**Placed cells, one colour a class**

Bar = 50 um.
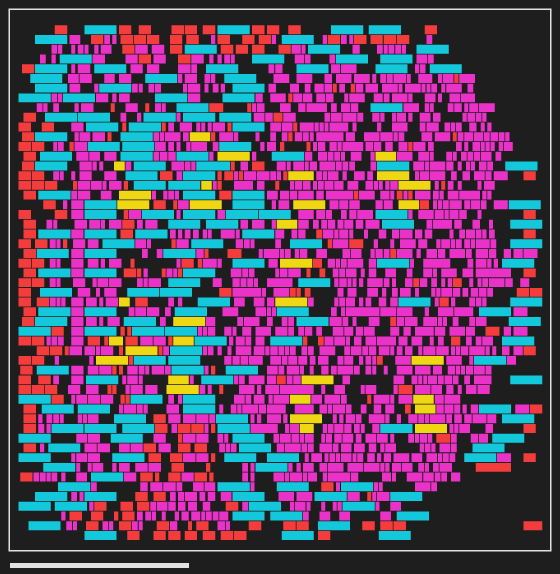
**Gate families picked out**

Bar = 50 um.
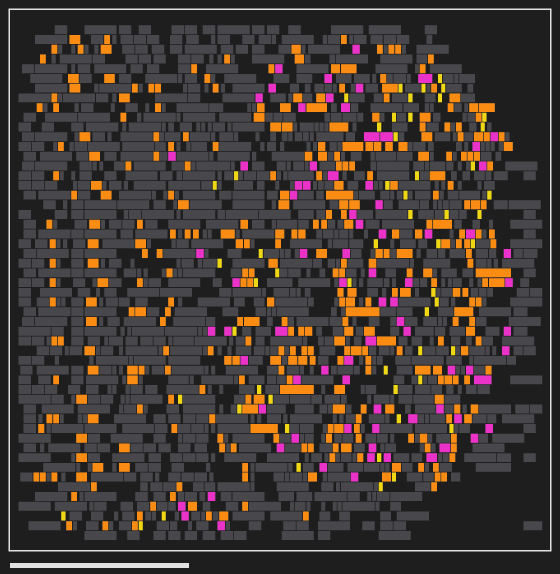
===== config.mk =====
export PLATFORM = sky130hd
export DESIGN_NAME = alu_ctrl_mdu
export DESIGN_NICKNAME = d
export VERILOG_FILES = /design/src/rtl/alu_ctrl_mdu.sv
export SDC_FILE = /design/constraint.sdc
export NUM_CORES = 1
export LEC_CHECK = 0
export CORE_MARGIN = 2
export CORE_UTILIZATION = 57
export CTS_CLUSTER_SIZE = 14
export DETAILED_ROUTE_END_ITERATION = 6
export GPL_ROUTABILITY_DRIVEN = 0
export GPL_TIMING_DRIVEN = 0
export HOLD_SLACK_MARGIN = 0.12
export PLACE_DENSITY_LB_ADDON = 0.15
export SETUP_SLACK_MARGIN = 0.5
export SYNTH_ARGS = -nofsm -noshare
export SYNTH_HDL_FRONTEND = slang
export SYNTH_SLANG_ARGS = --single-unit

===== constraint.sdc =====
create_clock -name clk -period 4.1 [get_ports clk]
set_input_delay 0.615 -clock clk [delete_from_list [all_inputs] [get_ports clk]]
set_output_delay 0.615 -clock clk [all_outputs]
set_load 0.01 [all_outputs]

===== src/rtl/alu_ctrl_mdu.sv =====
// EX-stage ALU control: registered funct/ALUOp decode plus an iterative unsigned
// multiply/divide unit that owns HI/LO and stalls upstream while it runs.
//
// state  | meaning
// S_IDLE | decode requests accepted, in_ready high
// S_RUN  | MDU iterating, one step per cycle for XLEN cycles
module alu_ctrl_mdu #(
    parameter int XLEN = 32,
    parameter int FW   = 3
) (
    input  logic            clk,
    input  logic            rst_n,
    input  logic            in_valid,
    output logic            in_ready,
    input  logic [1:0]      fctrl,
    input  logic [5:0]      opr,
    input  logic [XLEN-1:0] a,
    input  logic [XLEN-1:0] b,
    output logic [FW-1:0]   func,
    output logic            out_valid,
    output logic [1:0]      wb_sel,
    output logic            illegal,
    output logic            busy,
    output logic            mdu_done,
    output logic [XLEN-1:0] hi,
    output logic [XLEN-1:0] lo
);
    localparam int CW = $clog2(XLEN);

    localparam logic [2:0] F_ADD  = 3'd0;
    localparam logic [2:0] F_SUB  = 3'd1;
    localparam logic [2:0] F_AND  = 3'd2;
    localparam logic [2:0] F_OR   = 3'd3;
    localparam logic [2:0] F_NOR  = 3'd4;
    localparam logic [2:0] F_SLT  = 3'd5;
    localparam logic [2:0] F_XOR  = 3'd6;
    localparam logic [2:0] F_SLTU = 3'd7;

    typedef enum logic {S_IDLE, S_RUN} state_t;

    state_t          state_q, state_d;
    logic [CW-1:0]   cnt_q, cnt_d;
    logic            div_q, div_d;
    logic [XLEN-1:0] mcand_q, mcand_d;
    logic [XLEN-1:0] upper_q, upper_d;
    logic [XLEN-1:0] lower_q, lower_d;
    logic [XLEN-1:0] hi_q, hi_d;
    logic [XLEN-1:0] lo_q, lo_d;
    logic [FW-1:0]   func_q, func_d;
    logic [1:0]      wb_q, wb_d;
    logic            ov_q, ov_d;
    logic            ill_q, ill_d;
    logic            done_q, done_d;

    logic [2:0]      dec_code;
    logic [1:0]      dec_wb;
    logic            dec_ill, dec_mdu, dec_div, accept;

    logic [XLEN:0]   mul_sum, div_shift;
    logic            div_ge;
    logic [XLEN-1:0] step_upper, step_lower;

    always_comb begin
        dec_code = F_ADD;
        dec_wb   = 2'b00;
        dec_ill  = 1'b0;
        dec_mdu  = 1'b0;
        dec_div  = 1'b0;
        case (fctrl)
            2'b00: dec_code = F_ADD;
            2'b01: dec_code = F_SUB;
            2'b11: dec_code = F_AND;
            default: begin
                case (opr)
                    6'b100000, 6'b100001: dec_code = F_ADD;
                    6'b100010, 6'b100011: dec_code = F_SUB;
                    6'b100100: dec_code = F_AND;
                    6'b100101: dec_code = F_OR;
                    6'b100110: dec_code = F_XOR;
                    6'b100111: dec_code = F_NOR;
                    6'b101010: dec_code = F_SLT;
                    6'b101011: dec_code = F_SLTU;
                    6'b010000: dec_wb   = 2'b01;
                    6'b010010: dec_wb   = 2'b10;
                    6'b011001: dec_mdu  = 1'b1;
                    6'b011011: begin
                        dec_mdu = 1'b1;
                        dec_div = 1'b1;
                    end
                    default: dec_ill = 1'b1;
                endcase
            end
        endcase
    end

    assign accept = in_valid && (state_q == S_IDLE);

    // Multiply keeps {upper,lower} as the shifting product with the multiplier in lower;
    // divide keeps the partial remainder in upper and shifts quotient bits into lower.
    always_comb begin
        mul_sum   = {1'b0, upper_q} + (lower_q[0] ? {1'b0, mcand_q} : '0);
        div_shift = {upper_q, lower_q[XLEN-1]};
        div_ge    = (div_shift >= {1'b0, mcand_q});
        if (div_q) begin
            step_upper = div_ge ? XLEN'(div_shift - {1'b0, mcand_q}) : div_shift[XLEN-1:0];
            step_lower = {lower_q[XLEN-2:0], div_ge};
        end else begin
            step_upper = mul_sum[XLEN:1];
            step_lower = {mul_sum[0], lower_q[XLEN-1:1]};
        end
    end

    always_comb begin
        state_d = state_q;
        cnt_d   = cnt_q;
        div_d   = div_q;
        mcand_d = mcand_q;
        upper_d = upper_q;
        lower_d = lower_q;
        hi_d    = hi_q;
        lo_d    = lo_q;
        func_d  = func_q;
        wb_d    = wb_q;
        ov_d    = 1'b0;
        ill_d   = 1'b0;
        done_d  = 1'b0;
        case (state_q)
            S_IDLE: begin
                if (accept && dec_mdu) begin
                    state_d = S_RUN;
                    cnt_d   = '0;
                    div_d   = dec_div;
                    upper_d = '0;
                    lower_d = dec_div ? a : b;
                    mcand_d = dec_div ? b : a;
                end else if (accept) begin
                    func_d = FW'(dec_code);
                    wb_d   = dec_wb;
                    ov_d   = 1'b1;
                    ill_d  = dec_ill;
                end
            end
            S_RUN: begin
                upper_d = step_upper;
                lower_d = step_lower;
                cnt_d   = cnt_q + CW'(1);
                if (cnt_q == CW'(XLEN - 1)) begin
                    state_d = S_IDLE;
                    cnt_d   = '0;
                    hi_d    = step_upper;
                    lo_d    = step_lower;
                    done_d  = 1'b1;
                end
            end
            default: state_d = S_IDLE;
        endcase
    end

    always_ff @(posedge clk or negedge rst_n) begin
        if (!rst_n) begin
            state_q <= S_IDLE;
            cnt_q   <= '0;
            div_q   <= 1'b0;
            mcand_q <= '0;
            upper_q <= '0;
            lower_q <= '0;
            hi_q    <= '0;
            lo_q    <= '0;
            func_q  <= '0;
            wb_q    <= 2'b00;
            ov_q    <= 1'b0;
            ill_q   <= 1'b0;
            done_q  <= 1'b0;
        end else begin
            state_q <= state_d;
            cnt_q   <= cnt_d;
            div_q   <= div_d;
            mcand_q <= mcand_d;
            upper_q <= upper_d;
            lower_q <= lower_d;
            hi_q    <= hi_d;
            lo_q    <= lo_d;
            func_q  <= func_d;
            wb_q    <= wb_d;
            ov_q    <= ov_d;
            ill_q   <= ill_d;
            done_q  <= done_d;
        end
    end

    assign in_ready  = (state_q == S_IDLE);
    assign busy      = (state_q == S_RUN);
    assign func      = func_q;
    assign wb_sel    = wb_q;
    assign out_valid = ov_q;
    assign illegal   = ill_q;
    assign mdu_done  = done_q;
    assign hi        = hi_q;
    assign lo        = lo_q;

endmodule


==> flow_metrics.env <==
# source this file to load flow results
export IMPL_powerSeq_mw=2.49
export IMPL_buffers_excl_clock=244
export IMPL_comb_area_sq_mm=0.00754
export IMPL_ys_types=86
export IMPL_status="complete, no violations"
export IMPL_power_density_mw_per_mm2=622
export IMPL_muxShareOfSynthArea=0.0992
export IMPL_skew_ns=0.0176
export IMPL_power_leader="combinational cells"
export IMPL_grt_usage=0.368
export IMPL_logic_family="AND-OR/OR-AND gates"
export IMPL_cts_max_path_buffers=2
export IMPL_ys_ff=175
export IMPL_tns_ns=0
export IMPL_antenna_found_initial=0
export IMPL_flop_cell="dfrtp_1"
export IMPL_hold_buffers=0
export IMPL_top_layer="met4"
export IMPL_grt_busiest_layer="met2"
export IMPL_dieArea_sq_mm=0.0228
export IMPL_hp_class="in2async"
export IMPL_yosys_area_share_xor_xnor=0.0362
export IMPL_numCtsBuffers=17
export IMPL_flop_count=175
export IMPL_synth_seq_share=0.355
export IMPL_comb_area_frac=0.500
export IMPL_yosys_area_sq_mm=0.0123
export IMPL_clock_sinks=175
export IMPL_path_cells="buf_6 > inv_2 > clkbuf_1 > clkbuf_1 > clkdlybuf4s50_1"
export IMPL_slew_headroom=0.333
export IMPL_route_vias_total=12100
export IMPL_layout_cells_most_common="nand2_1"
export IMPL_dr_wl_met3_um=4550
export IMPL_nonClockInverterCount=54
export IMPL_worstMarginPinSlew_ns=1.00
export IMPL_setup_viol=0
export IMPL_clockRootBuffer="clkbuf_16"
export IMPL_firstDrtPassIters=6
export IMPL_internal_power_mw=4.91
export IMPL_rsz0062_at_grt="true"
export IMPL_power_leakage_nw=6.78
export IMPL_drc=0
export IMPL_mostFrequentLayoutCells="204 x nand2_1, 174 x dfrtp_1, 145 x clkdlybuf4s50_1"
export IMPL_cp_max_fo=10
export IMPL_ys_cells=1416
export IMPL_rrSetupSlack_ns=0.54
export IMPL_multi_input_comb_cells=1095
export IMPL_timing_critical_path_buf_inv=5
About 'placed cells, one colour a class':
[yellow] clock drivers and dummy loads | cells: 32 | share of their area: 4.4%
[red] other buffers and delay cells | cells: 244 | share of their area: 13%
[magenta] all other logic | cells: 1,149 | share of their area: 53%
[cyan] flip-flops | cells: 175 | share of their area: 30%

About 'gate families picked out':
[yellow] inverters | cells: 54
[magenta] AND and OR gates | cells: 78
[orange] inverting AOI/OAI gates | cells: 332 | where: spread over the die

